## config.mk

```make
export PLATFORM = sky130hd
export DESIGN_NAME = pc_sequencer
export DESIGN_NICKNAME = d
export VERILOG_FILES = /design/src/rtl/pc_seq_pkg.sv /design/src/rtl/branch_target_calc.sv /design/src/rtl/pc_sequencer.sv
export SDC_FILE = /design/constraint.sdc
export NUM_CORES = 1
export LEC_CHECK = 0
export CORE_AREA = 2 2 156 158
export DETAILED_ROUTE_END_ITERATION = 7
export DIE_AREA = 0 0 158 160
export PLACE_DENSITY = 0.61
export SLEW_MARGIN = 20
export SYNTH_ARGS = -nofsm -noshare
export SYNTH_HDL_FRONTEND = slang
export SYNTH_SLANG_ARGS = --single-unit
```

## constraint.sdc

```tcl
create_clock -name clk -period 8.5 [get_ports clk]
set_input_delay 1.7 -clock clk [delete_from_list [all_inputs] [get_ports clk]]
set_output_delay 1.7 -clock clk [all_outputs]
set_load 0.03 [all_outputs]
```

## src/rtl/pc_seq_pkg.sv

```systemverilog
// Shared definitions for the fetch-address sequencer: reset vector default,
// instruction size and the sequencer state encoding.
package pc_seq_pkg;

  localparam logic [31:0] DEFAULT_RESET_VECTOR = 32'hBFC0_0000;
  localparam int unsigned INSN_BYTES           = 4;

  // RUN: sequential fetch or immediate redirect.
  // HOLD: a redirect target is parked while fetch is stalled.
  typedef enum logic {
    ST_RUN  = 1'b0,
    ST_HOLD = 1'b1
  } seq_state_e;

endpackage : pc_seq_pkg

```

## src/rtl/branch_target_calc.sv

```systemverilog
// Combinational control-transfer target selection for the decode-stage
// instruction. Priority is jr > j > conditional branch.
module branch_target_calc
  import pc_seq_pkg::*;
(
  input  logic [31:0] id_pc,
  input  logic [15:0] br_imm,
  input  logic [25:0] j_idx,
  input  logic [31:0] jr_target,
  input  logic        br_en,
  input  logic        j_en,
  input  logic        jr_en,
  output logic [31:0] target,
  output logic        misalign
);

  logic [31:0] pc_plus4;
  logic [31:0] br_offset;

  assign pc_plus4  = id_pc + 32'(INSN_BYTES);
  assign br_offset = {{14{br_imm[15]}}, br_imm, 2'b00};

  // Flag a register target that is not word aligned; the low bits are dropped.
  assign misalign = jr_en & (jr_target[1:0] != 2'b00);

  // Select the target of the highest-priority enabled transfer.
  always_comb begin
    // NOTE: assigning a default first guarantees every path drives target, so no latch is inferred.
    target = pc_plus4;
    if (jr_en) begin
      target = jr_target & ~32'h3;
    end else if (j_en) begin
      target = {pc_plus4[31:28], j_idx, 2'b00};
    end else if (br_en) begin
      target = pc_plus4 + br_offset;
    end
  end

endmodule : branch_target_calc

```

## src/rtl/pc_sequencer.sv

```systemverilog
// Next-fetch-PC sequencer with MIPS single delay slot semantics. A resolved
// redirect is parked in pend_q while fetch is stalled and released when the
// delay-slot fetch completes.
module pc_sequencer
  import pc_seq_pkg::*;
#(
  parameter logic [31:0] RESET_VECTOR = DEFAULT_RESET_VECTOR
) (
  input  logic        clk,
  input  logic        rst,
  input  logic        stall_if,
  input  logic        id_fire,
  input  logic [31:0] id_pc,
  input  logic        br_en,
  input  logic        bcres,
  input  logic [15:0] br_imm,
  input  logic        j_en,
  input  logic [25:0] j_idx,
  input  logic        jr_en,
  input  logic [31:0] jr_target,
  output logic [31:0] pc,
  output logic        pc_valid,
  output logic [31:0] link_addr,
  output logic        redirect,
  output logic        misalign_err
);

  seq_state_e  state_q, state_d;
  logic [31:0] pc_q, pc_d;
  logic [31:0] pend_q, pend_d;
  logic        redirect_q, redirect_d;
  logic        misalign_q, misalign_d;
  logic        valid_q;

  logic        taken;
  logic [31:0] target;
  logic        misalign;

  assign taken = id_fire & (jr_en | j_en | (br_en & bcres));

  branch_target_calc u_target (
    .id_pc     (id_pc),
    .br_imm    (br_imm),
    .j_idx     (j_idx),
    .jr_target (jr_target),
    .br_en     (br_en),
    .j_en      (j_en),
    .jr_en     (jr_en),
    .target    (target),
    .misalign  (misalign)
  );

  // Next-state logic: sequential advance, immediate redirect, or park/release.
  always_comb begin
    state_d    = state_q;
    pc_d       = pc_q;
    pend_d     = pend_q;
    redirect_d = 1'b0;
    misalign_d = misalign_q;
    case (state_q)
      ST_RUN: begin
        if (taken) begin
          misalign_d = misalign_q | misalign;
          if (!stall_if) begin
            pc_d       = target;
            redirect_d = 1'b1;
          end else begin
            pend_d  = target;
            state_d = ST_HOLD;
          end
        end else if (!stall_if) begin
          pc_d = pc_q + 32'(INSN_BYTES);
        end
      end
      ST_HOLD: begin
        // A new transfer while parked is a protocol violation and is ignored.
        if (!stall_if) begin
          pc_d       = pend_q;
          redirect_d = 1'b1;
          state_d    = ST_RUN;
        end
      end
      default: state_d = ST_RUN;
    endcase
  end

  // State register with synchronous reset; reset also discards any parked target.
  always_ff @(posedge clk) begin
    // NOTE: sequential state uses non-blocking assignments so all registers update together at the edge.
    if (rst) begin
      state_q    <= ST_RUN;
      pc_q       <= RESET_VECTOR;
      pend_q     <= '0;
      redirect_q <= 1'b0;
      misalign_q <= 1'b0;
      valid_q    <= 1'b0;
    end else begin
      state_q    <= state_d;
      pc_q       <= pc_d;
      pend_q     <= pend_d;
      redirect_q <= redirect_d;
      misalign_q <= misalign_d;
      valid_q    <= 1'b1;
    end
  end

  assign pc           = pc_q;
  assign pc_valid     = valid_q;
  assign redirect     = redirect_q;
  assign misalign_err = misalign_q;
  assign link_addr    = id_pc + 32'(2 * INSN_BYTES);

endmodule : pc_sequencer

```

Run 1, placed cells, one color a class:
Fill, decap, tap and diode cells in gray.
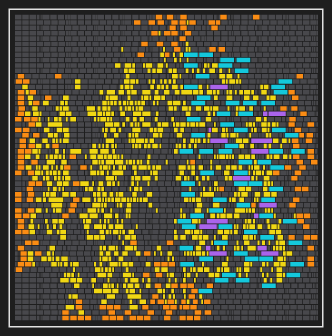
- cyan: registers (cells 68)
- orange: remaining buffers and delay cells (cells 189)
- yellow: remaining logic cells (cells 843)
- purple: clock drivers and dummy loads (cells 16)
Seq/total area: 0.1463
fin area: 9314 µm²
Finished Core Util: 0.3910
Site Rows: 57

Run 1, metal layers overlaid:
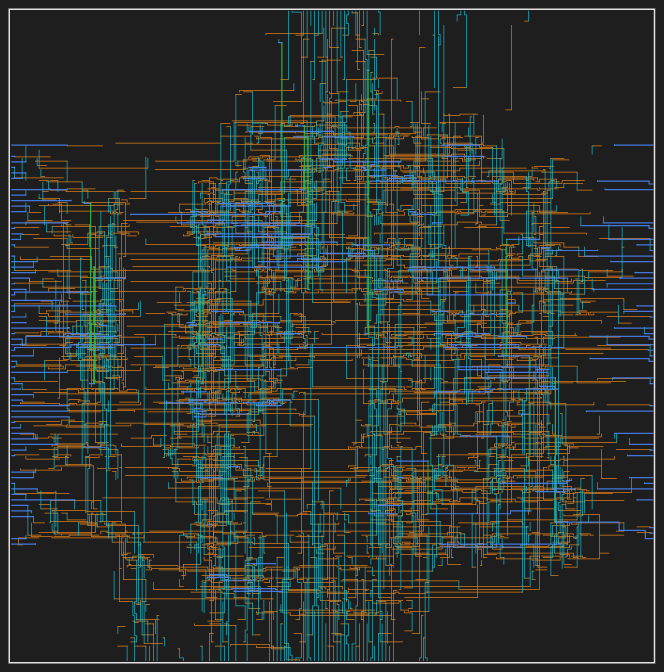
- green: M4 (wire length 382 µm)
- cyan: M2 (wire length 11,700 µm)
- blue: M3 (wire length 2,000 µm)
- orange: M1 (wire length 11,900 µm)
Vias: 7,871
wire per inst: 18.01 µm
gr usage total: 0.2008
Total Wirelength: 25.94 mm

==> deck_impl_summary.md, run 1 <==
Synthesis and Place & Route Summary

GRT
  – Initial antenna violation count: 0
  – Vias in the first global route: 7,362
  – First-pass GRT wire length: 40.43 mm
  – Global route overflow: 0

Worst setup path
  – CP Launch Type: input pin
  – R2R setup slack: 5.62 ns
  – Worst path max stage delay: 0.69 ns
  – Crit path cell chain: clkdlybuf4s50_1, nand4_1, or2_2, nor2_1, nand2_1, nor2_1, nand2_1, nor2_1, xor2_1, clkdlybuf4s50_1
  – Worst r2r src: pc[4]
  – Worst path most repeated cell: nor2_1
  – CP max FO: 6
  – Worst path bufs/invs: 2
  – R2R cell count: 8
  – Reg2reg end: pc[25]
  – CP max stage cell: clkdlybuf4s50_1
  – Setup crit end kind: output port

Outcome
  – Outcome: complete, no violations

Logic synthesis
  – Main logic family: simple AND/OR/NAND/NOR gates
  – Top cells by count: 115 x nand2_1, 104 x nor2_1, 68 x dfxtp_1, 61 x a21oi_1, 61 x xnor2_1
  – FF+latch count, synth: 68
  – Post-synth top area cell: dfxtp_1
  – Seq/Total Area, Yosys: 0.1956
  – Syn nets: 1,123
  – Yosys top cell by instances: nand2_1
  – Compound Share, Synth: 0.2580
  – Cells after Synth: 970
  – Post-synthesis async set-or-reset flop share: 0
  – Ys flop type: dfxtp_1
  – Synth Warn #: 0
  – Syn_area_per_cell: 7.176 µm²
  – Synth cell types: 75
  – Yosys simple share: 0.2775
  – Synth Area in Adders: 0.07118
  – Post-synth EDFFs: 0
  – YS chip area: 6960 µm²
  – MUX area fraction: 0.01330
  – Area fraction in xor and xnor cells: 0.1267
  – Syn Std Cell Area: 6960 µm²
  – Cells in synth_stat.txt: 970
  – Area share, top type: 0.1956

Clocking
  – Clk_lat worst skew: 0.34 ns
  – Post-cts hold buffer count: 0
  – Htree depth: 3
  – CTS Buf Count: 9
  – Root Buffer: clkbuf_16
  – Clock sink total: 68
  – Post-cts resize count: 0

Final layout
  – Area Overhead vs Synth: 33.81%
  – Most instantiated logic cells after routing: 179 x clkdlybuf4s50_1, 115 x nand2_1, 104 x nor2_1, 67 x dfxtp_1, 61 x xnor2_1
  – Fin nets: 1,264
  – Inserted Diodes: 0
  – Share of layout cells above drive strength 1: 0.04659

Place
  – Post-Place Cells: 1,424
  – Port bufs: 180
  – Placed Area: 8987 µm²
  – Hpwl dp: 19.65 mm
  – Final Wtd Congestion: 0.9358

Timing
  – Final Hold Violation Tally: 0
  – RSZ-0062 raised after global routing: false
  – Max Fclk: 0.1550 GHz
  – Setup TNS: 0 ns
  – Max_slew headroom: 0.3290
  – Period utilization: 0.7590
  – Max-slew violations: 0
  – Final Hold Slack: 0.4501 ns
  – Clk_skew: 0.006850 ns

Hold path
  – HP Start: pend_q[17]
  – Depth of the worst hold-timing path: 2
  – Hold Crit Endpoint: pend_q[17]
  – Worst hold-check path type: reg -> reg

Floorplan
  – Core area: 23,820 µm²
  – IO Pins: 181
  – Floorplan core density: 0.2922
  – Die Size: 25,280 µm²
  – Die width: 158 µm
  – Height of the die: 160 µm

Routing
  – Avg Vias per Cell: 5.466
  – Routed Antenna Nets: 0
  – Drt initial violations: 679
  – First-pass detailed-route iteration total: 5
  – Drt drc: 0

Flow run
  – Log Warnings: 32
  – Max Cap Violations: 0

Pwr
  – Pwr dens: 133.6 nW/µm²
  – Maximum vdd drop: 0.09186 mV
  – Leakage: 3.459 nW
Run 1, cell placement:
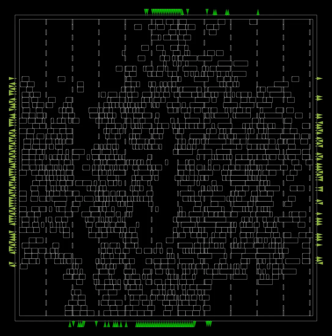
flip-flops: 68
Final Instance Count excl. Fillers: 1,440
n_taps: 324

## run 1: power by group
group | total [W] | internal, W | switching (W)
clock | 0.000409 | 0.000264 | 0.000145
combinational | 0.000469 | 0.000198 | 0.000271
sequential | 0.000367 | 0.000342 | 0.0000246
total | 0.00124 | 0.000805 | 0.000440
## run 1: final cells by class
cell class,instances,area (µm²)
clock buffers,10,239.0
clock inverters,6,87.58
fillers,2518,14510
inverters,39,146.4
multi-input cells,804,5209
flip-flops and latches,68,1363
well taps,324,405.4
repair buffers,189,1864
## run 1: per-stage QoR
| step | total power (W) | setup WS, ns |
|---|---|---|
| floorplan | 0.0006515 | 3.231 |
| global placement | 0.0008322 | 2.099 |
| detailed placement | 0.0008359 | 2.072 |
| CTS | 0.001245 | 2.042 |
| global route | 0.001305 | 1.777 |
| finish | 0.001245 | 2.049 |
## run 1: worst max-delay path by stage
| stage | from | end | slack (ns) | depth (start not counted) |
|---|---|---|---|---|
| after floorplan | id_pc[10] | link_addr[31] | 3.23 | 10 |
| after global placement | id_pc[7] | link_addr[28] | 2.10 | 10 |
| after detailed placement | id_pc[5] | link_addr[28] | 2.07 | 10 |
| after CTS | id_pc[5] | link_addr[28] | 2.04 | 10 |
| after global routing | id_pc[5] | link_addr[28] | 1.78 | 10 |
| final | id_pc[5] | link_addr[28] | 2.05 | 10 |
## run 1: flip-flops by register name, summed over array words and instances (netlist names)
name / flops
pend_q: 32
state_q: 1
redirect: 1
pc_valid: 1
pc: 32
misalign_err: 1
## run 1: routing by layer
layer | global-route usage | routed length [µm] | vias up
met1 | 0.2875 | 11890 | 3655
met5 | 0 | 0 | -
met4 | 0.04300 | 381 | 0
li1 | - | - | 3822
met3 | 0.03474 | 1997 | 31
met2 | 0.3146 | 11670 | 363
==> run 2: changes to the inputs <==
clock period = 6 ns   (was 8.5 ns; I/O delays follow)
Run 2, metal layers overlaid:
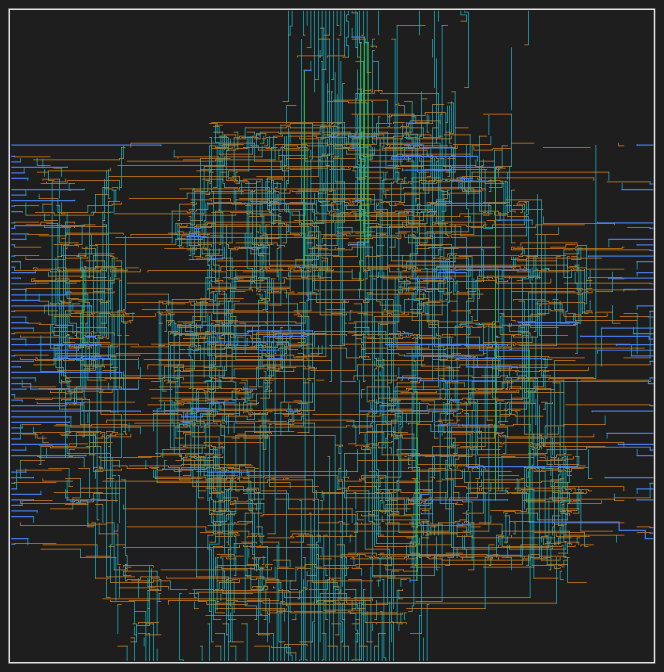
- cyan: M2 (wire length 11,500 µm)
- green: M4 (wire length 399 µm)
- orange: M1 (wire length 12,300 µm)
- blue: M3 (wire length 1,580 µm)
gr usage total: 0.1993
Total Wirelength: 25.77 mm
Vias: 7,759
wire per inst: 17.82 µm

Run 2, cell placement:
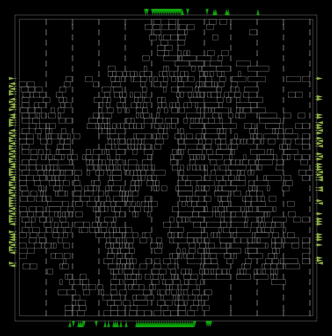
Final Instance Count excl. Fillers: 1,446
Filler Cell Count: 2,535

==> run 2 against run 1 <==
  * Synthesized cell count is the same
  * Critical path type unchanged
  * Largest power group unchanged
  * Critical endpoint is now link_addr[31]
  * Cell count grew 0.42%
  * Wire length shrank 0.63%
  * Worst setup slack lost 1.4 ns
==> deck_impl_summary.md, run 2 <==
Synthesis and Place & Route Summary

Outcome
  – Outcome: complete, no violations (unchanged)

GRT
  – Global route overflow: 0 (unchanged)
  – First-pass GRT wire length: 40.00 mm (was 40.43 mm)
  – Met2 Usage GRT: 0.3160 (was 0.3146)
  – Initial antenna violation count: 1 (was 0)
  – GR Util met1: 0.2862 (was 0.2875)
  – Grt peak-use layer: met2 (unchanged)
  – Met3 GRT Util: 0.02958 (was 0.03474)
  – Vias in the first global route: 7,303 (was 7,362)

Flow run
  – Log Warnings: 32 (unchanged)
  – Max Cap Violations: 0 (unchanged)

Worst setup path
  – CP Launch Type: input pin (unchanged)
  – R2R setup slack: 3.12 ns (was 5.62 ns)
  – CP max FO: 8 (was 6)
  – Worst r2r src: pc[4] (unchanged)
  – Crit. Startpoint: id_pc[10] (was id_pc[5])
  – Setup crit end kind: output port (unchanged)
  – R2R cell count: 8 (unchanged)

Place
  – Post-Place Cells: 1,429 (was 1,424)
  – Final Wtd Congestion: 0.9380 (was 0.9358)
  – Port bufs: 180 (unchanged)
  – Pre-CTS setup slack: 0.4711 ns (was 2.072 ns)
  – Hpwl dp: 19.68 mm (was 19.65 mm)

Clocking
  – Root Buffer: clkbuf_16 (unchanged)
  – CTS Buf Count: 9 (unchanged)
  – CTS tree: done (unchanged)
  – Clock sink total: 68 (unchanged)
  – Clock tree buffer depth: 2 (unchanged)
  – Post-cts resize count: 0 (unchanged)
  – Post-cts hold buffer count: 0 (unchanged)
  – Htree depth: 3 (unchanged)
  – Clk_lat worst skew: 0.33 ns (was 0.34 ns)

Final layout
  – Fin nets: 1,269 (was 1,264)
  – Share of layout cells above drive strength 1: 0.04996 (was 0.04659)
  – Most instantiated logic cells after routing: 179 x clkdlybuf4s50_1, 115 x nand2_1, 104 x nor2_1, 67 x dfxtp_1, 61 x xnor2_1 (unchanged)
  – Area Overhead vs Synth: 34.26% (was 33.81%)

Logic synthesis
  – Area fraction in xor and xnor cells: 0.1267 (unchanged)
  – YS chip area: 6960 µm² (unchanged)
  – Post-synth top area cell: dfxtp_1 (unchanged)
  – Compound Share, Synth: 0.2580 (unchanged)
  – Synth Area in Adders: 0.07118 (unchanged)
  – Cells in synth_stat.txt: 970 (unchanged)
  – Seq/Total Area, Yosys: 0.1956 (unchanged)
  – MUX area fraction: 0.01330 (unchanged)
  – Synth Warn #: 0 (unchanged)
  – Top cells by count: 115 x nand2_1, 104 x nor2_1, 68 x dfxtp_1, 61 x a21oi_1, 61 x xnor2_1 (unchanged)
  – Synth cell types: 75 (unchanged)
  – Area share, top type: 0.1956 (unchanged)
  – Syn nets: 1,123 (unchanged)
  – Cells after Synth: 970 (unchanged)
  – Main logic family: simple AND/OR/NAND/NOR gates (unchanged)
  – Syn_area_per_cell: 7.176 µm² (unchanged)
  – Post-synth EDFFs: 0 (unchanged)
  – Post-synthesis async set-or-reset flop share: 0 (unchanged)
  – Yosys top cell by instances: nand2_1 (unchanged)
  – FF+latch count, synth: 68 (unchanged)
  – Yosys simple share: 0.2775 (unchanged)
  – Ys flop type: dfxtp_1 (unchanged)
  – Syn Std Cell Area: 6960 µm² (unchanged)

Floorplan
  – IO Pins: 181 (unchanged)
  – Die width: 158 µm (unchanged)
  – Height of the die: 160 µm (unchanged)
  – Core area: 23,820 µm² (unchanged)
  – Floorplan core density: 0.2922 (unchanged)
  – Die Size: 25,280 µm² (unchanged)
  – Site Rows: 57 (unchanged)

Routing
  – Drt drc: 0 (unchanged)
  – Routed Antenna Nets: 0 (unchanged)
  – Drt initial violations: 692 (was 679)
  – First-pass detailed-route iteration total: 7 (was 5)
  – Avg Vias per Cell: 5.366 (was 5.466)

Timing
  – Final Hold Violation Tally: 0 (unchanged)
  – RSZ-0062 raised after global routing: false (unchanged)
  – Final Hold Slack: 0.4522 ns (was 0.4501 ns)
  – Clk_skew: 0.005846 ns (was 0.006850 ns)
  – Max Fclk: 0.1868 GHz
  – Setup TNS: 0 ns (unchanged)
  – Worst setup margin: 0.6469 ns (was 2.049 ns)
  – Max_slew headroom: 0.3389 (was 0.3290)
  – Period utilization: 0.8922
  – Max-slew violations: 0 (unchanged)

Pwr
  – Pwr dens: 187.2 nW/µm² (was 133.6 nW/µm²)
  – Maximum vdd drop: 0.1050 mV (was 0.09186 mV)
  – Leakage: 3.493 nW (was 3.459 nW)

Hold path
  – Depth of the worst hold-timing path: 2 (unchanged)
  – HP Start: pend_q[1] (was pend_q[17])
  – Worst hold-check path type: reg -> reg (unchanged)
[run 2: cell counts after synthesis]
No cell type changed its count.
[run 2: power by group]
part	internal, W	switching (W)	total, W
sequential	0.000485	0.0000348	0.000519
clock	0.000373	0.000195	0.000568
combinational	0.000283	0.000379	0.000662
[run 2: worst paths after layout]
| kind | endpoint |
|---|---|
| max reg2reg | pc[25] |
| min | pend_q[1] |
| min reg2reg | pend_q[1] |
| max | link_addr[31] |
[run 2: stage by stage]
stage,total power (W),utilization,area (µm²)
floorplan,0.0009230,-,6960
CTS,0.001752,0.3922,9343
global route,0.001837,0.3923,9345
detailed placement,0.001183,0.3789,9025
global placement,0.001180,0.3789,9025
finish,0.001749,0.3923,9345
[run 2: final cells by class]
class / instances / area, µm² / area share
Multi-Input combinational cell: 804 / 5209 / 0.5574
Timing Repair Buffer: 194 / 1902 / 0.2035
Sequential cell: 68 / 1363 / 0.1458
Tap cell: 324 / 405.4 / 0.04338
Clock buffer: 11 / 242.7 / 0.02597
Inverter: 39 / 146.4 / 0.01566
Clock inverter: 5 / 75.07 / 0.008033
Antenna cell: 1 / 2.502 / 0.0002678
[run 2: worst max-delay path, cell delays in order]
cell and delay, ns:
clkdlybuf4s50_1 0.63, and4_1 0.45, and2_4 0.23, and3_1 0.20, nand2_1 0.12, nor2_1 0.17
and3_1 0.22, nand3_1 0.10, xnor2_1 0.15, clkdlybuf4s50_1 0.69
[run 2: metal layers]
metal | routed length (µm) | share of wire
met4 | 399 | 0.015
met2 | 11490 | 0.45
met5 | 0 | 0
met1 | 12300 | 0.48
met3 | 1582 | 0.061
Run 2, I/O nets highlighted:
Scale bar: 50 µm.
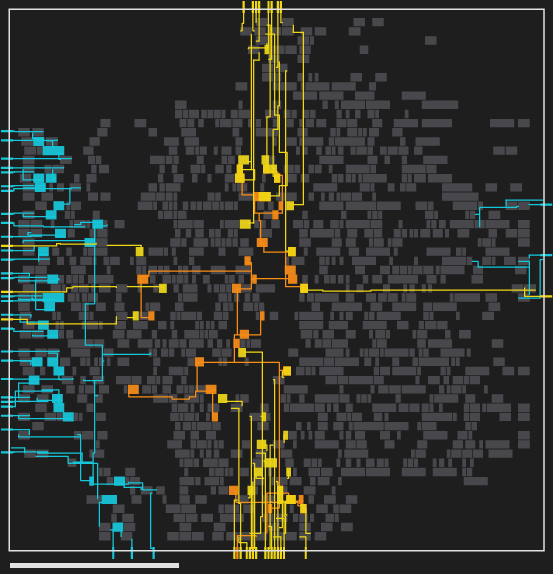

==> run 3: changes to the inputs <==
CORE_AREA = 2 2 158 160   (was 2 2 156 158)
DIE_AREA = 0 0 160 162   (was 0 0 158 160)
SYNTH_HIERARCHICAL = 1   (was not set)
Run 3, I/O nets highlighted:
Scale bar: 50 µm.
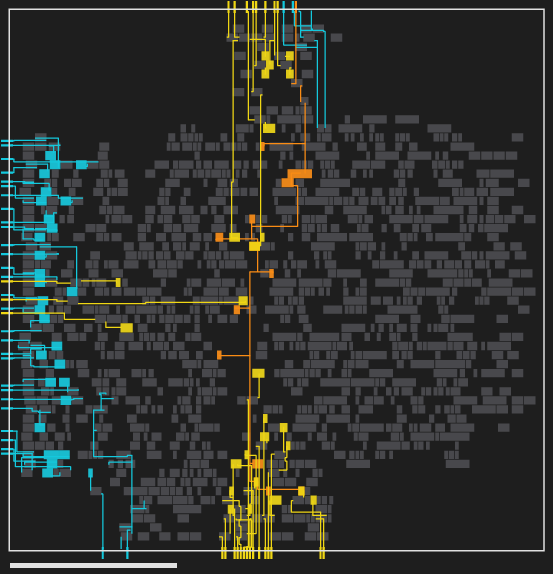
- orange: j_en (bits 1; direction input; edge north; end cells 13; buffers 2; wire 228 µm)
- yellow: j_idx (bits 26; direction input; edge 15 south, 8 north, 3 west; end cells 27; buffers 26; wire 823 µm)
- cyan: link_addr (bits 32; direction output; edge 28 west, 2 north, 2 south; end cells 29; buffers 35; wire 807 µm)
port bufs: 180
IO Pins: 181

==> run 3 against run 2 <==
  * Sequential cell count is the same
  * Die area grew 2.5%
  * Sequential power shrank 1%
  * Clock skew grew 0.0024 ns
  * Worst setup slack lost 0.13 ns
  * Core utilization grew 0.18 points
  * First-iteration DRC count shrank 11%
  * Power shrank 4.3%
  * Critical endpoint is now pc[31]
==> deck_impl_summary.md, run 3 <==
Synthesis and Place & Route Summary

Logic synthesis
  – Syn nets: 1,160 (was 1,123)
  – FF+latch count, synth: 68 (unchanged)
  – Post-synth EDFFs: 0 (unchanged)
  – Seq/Total Area, Yosys: 0.1911 (was 0.1956)
  – YS chip area: 7124 µm² (was 6960 µm²)
  – Post-synthesis async set-or-reset flop share: 0 (unchanged)
  – Cells after Synth: 1,006 (was 970)
  – Synth Warn #: 6 (was 0)
  – Cells in synth_stat.txt: 1,006 (was 970)
  – Area share, top type: 0.1911 (was 0.1956)
  – Syn_area_per_cell: 7.082 µm² (was 7.176 µm²)
  – Syn Std Cell Area: 7124 µm² (was 6960 µm²)
  – Top cells by count: 169 x nand2_1, 96 x a21oi_1, 71 x nor2_1, 68 x dfxtp_1, 58 x xnor2_1 (was 115 x nand2_1, 104 x nor2_1, 68 x dfxtp_1, 61 x a21oi_1, 61 x xnor2_1)

Pwr
  – Pint: 0.001059 W (was 0.001140 W)
  – Leakage: 3.634 nW (was 3.493 nW)
  – Flop pwr share: 0.307 (was 0.297)
  – Comb power: 0.000694 W (was 0.000662 W)
  – Pwr dens: 176.3 nW/µm² (was 187.2 nW/µm²)
  – Maximum vdd drop: 0.1241 mV (was 0.1050 mV)

Clocking
  – Post-cts resize count: 0 (unchanged)
  – Clk_lat worst skew: 0.33 ns (about the same)
  – CTS tree: done (unchanged)
  – Post-cts hold buffer count: 0 (unchanged)
  – CTS Buf Count: 9 (unchanged)

Final layout
  – Inverters: 29 (was 39)
  – Fin area: 9500 µm² (was 9345 µm²)
  – Filler Cell Count: 2,588 (was 2,535)
  – Clk tree area frac: 0.02647 (was 0.03401)
  – Share of layout cells above drive strength 1: 0.06003 (was 0.04996)
  – #MultiIn Comb: 851 (was 804)
  – Register area: 1361 µm² (was 1363 µm²)
  – Fin nets: 1,316 (was 1,269)
  – Clk_buf instances: 12 (was 11)

Routing
  – Vias: 8,035 (was 7,759)
  – Avg Vias per Cell: 5.389 (was 5.366)
  – Wire per inst: 17.18 µm (was 17.82 µm)
  – Total Wirelength: 25.62 mm (was 25.77 mm)
  – Routed Antenna Nets: 0 (unchanged)

Timing
  – Clk_skew: 0.008262 ns (was 0.005846 ns)
  – Setup TNS: 0 ns (unchanged)
  – Max-slew violations: 0 (unchanged)
  – Max_slew headroom: 0.2622 (was 0.3389)
  – RSZ-0062 raised after global routing: false (unchanged)

Floorplan
  – N_taps: 324 (unchanged)
  – Die width: 160 µm (was 158 µm)
  – Floorplan core density: 0.2955 (was 0.2922)

Worst setup path
  – Setup crit end kind: flop (was output port)
  – R2R cell count: 6 (was 8)
  – CP max FO: 11 (was 8)

Place
  – Final Wtd Congestion: 0.8627 (was 0.9380)
  – Post-Place Cells: 1,475 (was 1,429)
  – Hpwl dp: 20.02 mm (was 19.68 mm)
  – Placed Area: 9246 µm² (was 9025 µm²)

Hold path
  – Depth of the worst hold-timing path: 2 (unchanged)
  – Worst hold-check path type: reg -> reg (unchanged)

Outcome
  – Outcome: complete, no violations (unchanged)

GRT
  – Gr usage total: 0.1921 (was 0.1993)
  – Global route overflow: 0 (unchanged)
Run 3, cell placement:
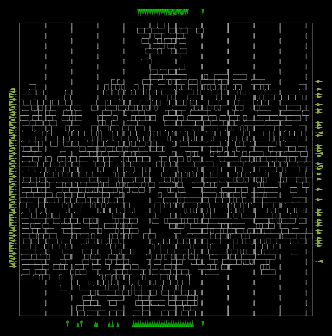
Seq/total area: 0.1433
Final Instance Count excl. Fillers: 1,491
core area: 24,110 µm²

-- run 3: final timing paths --
| kind | end | slack, ns | from |
|---|---|---|---|
| max | pc[31] | 0.52 | id_pc[2] |
| min | pend_q[13] | 0.45 | pend_q[13] |
| max reg2reg | pc[14] | 3.22 | state_q |
| min reg2reg | pend_q[13] | 0.45 | pend_q[13] |
-- run 3: layer usage --
| metal | GRT usage | wire length, µm |
|---|---|---|
| met1 | 0.2770 | 12380 |
| met2 | 0.3011 | 11280 |
| met3 | 0.02656 | 1513 |
| met4 | 0.04873 | 447 |
| met5 | 0 | 0 |
-- run 3: kinds of logic (layout without fill, tap and decap cells) --
kind of cell,count (synthesis),in the layout,synth area share
DFF,68,68,0.1911
AOI/OAI and AO/OA,312,312,0.2947
muxes,9,9,0.01282
adders and majority gates,40,40,0.07130
and+or+nand+nor,408,408,0.2778
buffers and inverters,87,247,0.05146
other,0,1,0
xor gates and xnor gates,82,82,0.1008
-- run 3: through the flow --
stage | setup WS (ns) | power (W) | hold WS (ns)
floorplan | 1.146 | 0.0009379 | 0.4317
global placement | 0.3397 | 0.001207 | 0.4372
detailed placement | 0.2210 | 0.001210 | 0.4427
CTS | 0.5432 | 0.001674 | 0.4503
global route | 0.1070 | 0.001760 | 0.4707
finish | 0.5217 | 0.001675 | 0.4482
-- run 3: worst max-delay path, cell delays in order --
cell and delay, ns:
clkdlybuf4s50_1 0.71, ha_1 0.32, nand2_1 0.12, xnor2_1 0.15, ha_1 0.38, nand2_1 0.09, or3_1 0.36, nand4bb_1 0.30
a311oi_2 0.33, o22ai_2 0.14, o2111ai_2 0.20, a21oi_1 0.11, o31a_1 0.32, o31ai_1 0.32, nand3b_1 0.10, o21ai_0 0.27
a21oi_1 0.11, o21ai_1 0.09, o21a_1 0.13
Power figures rest on the tool's default switching activity, not on a simulated workload.
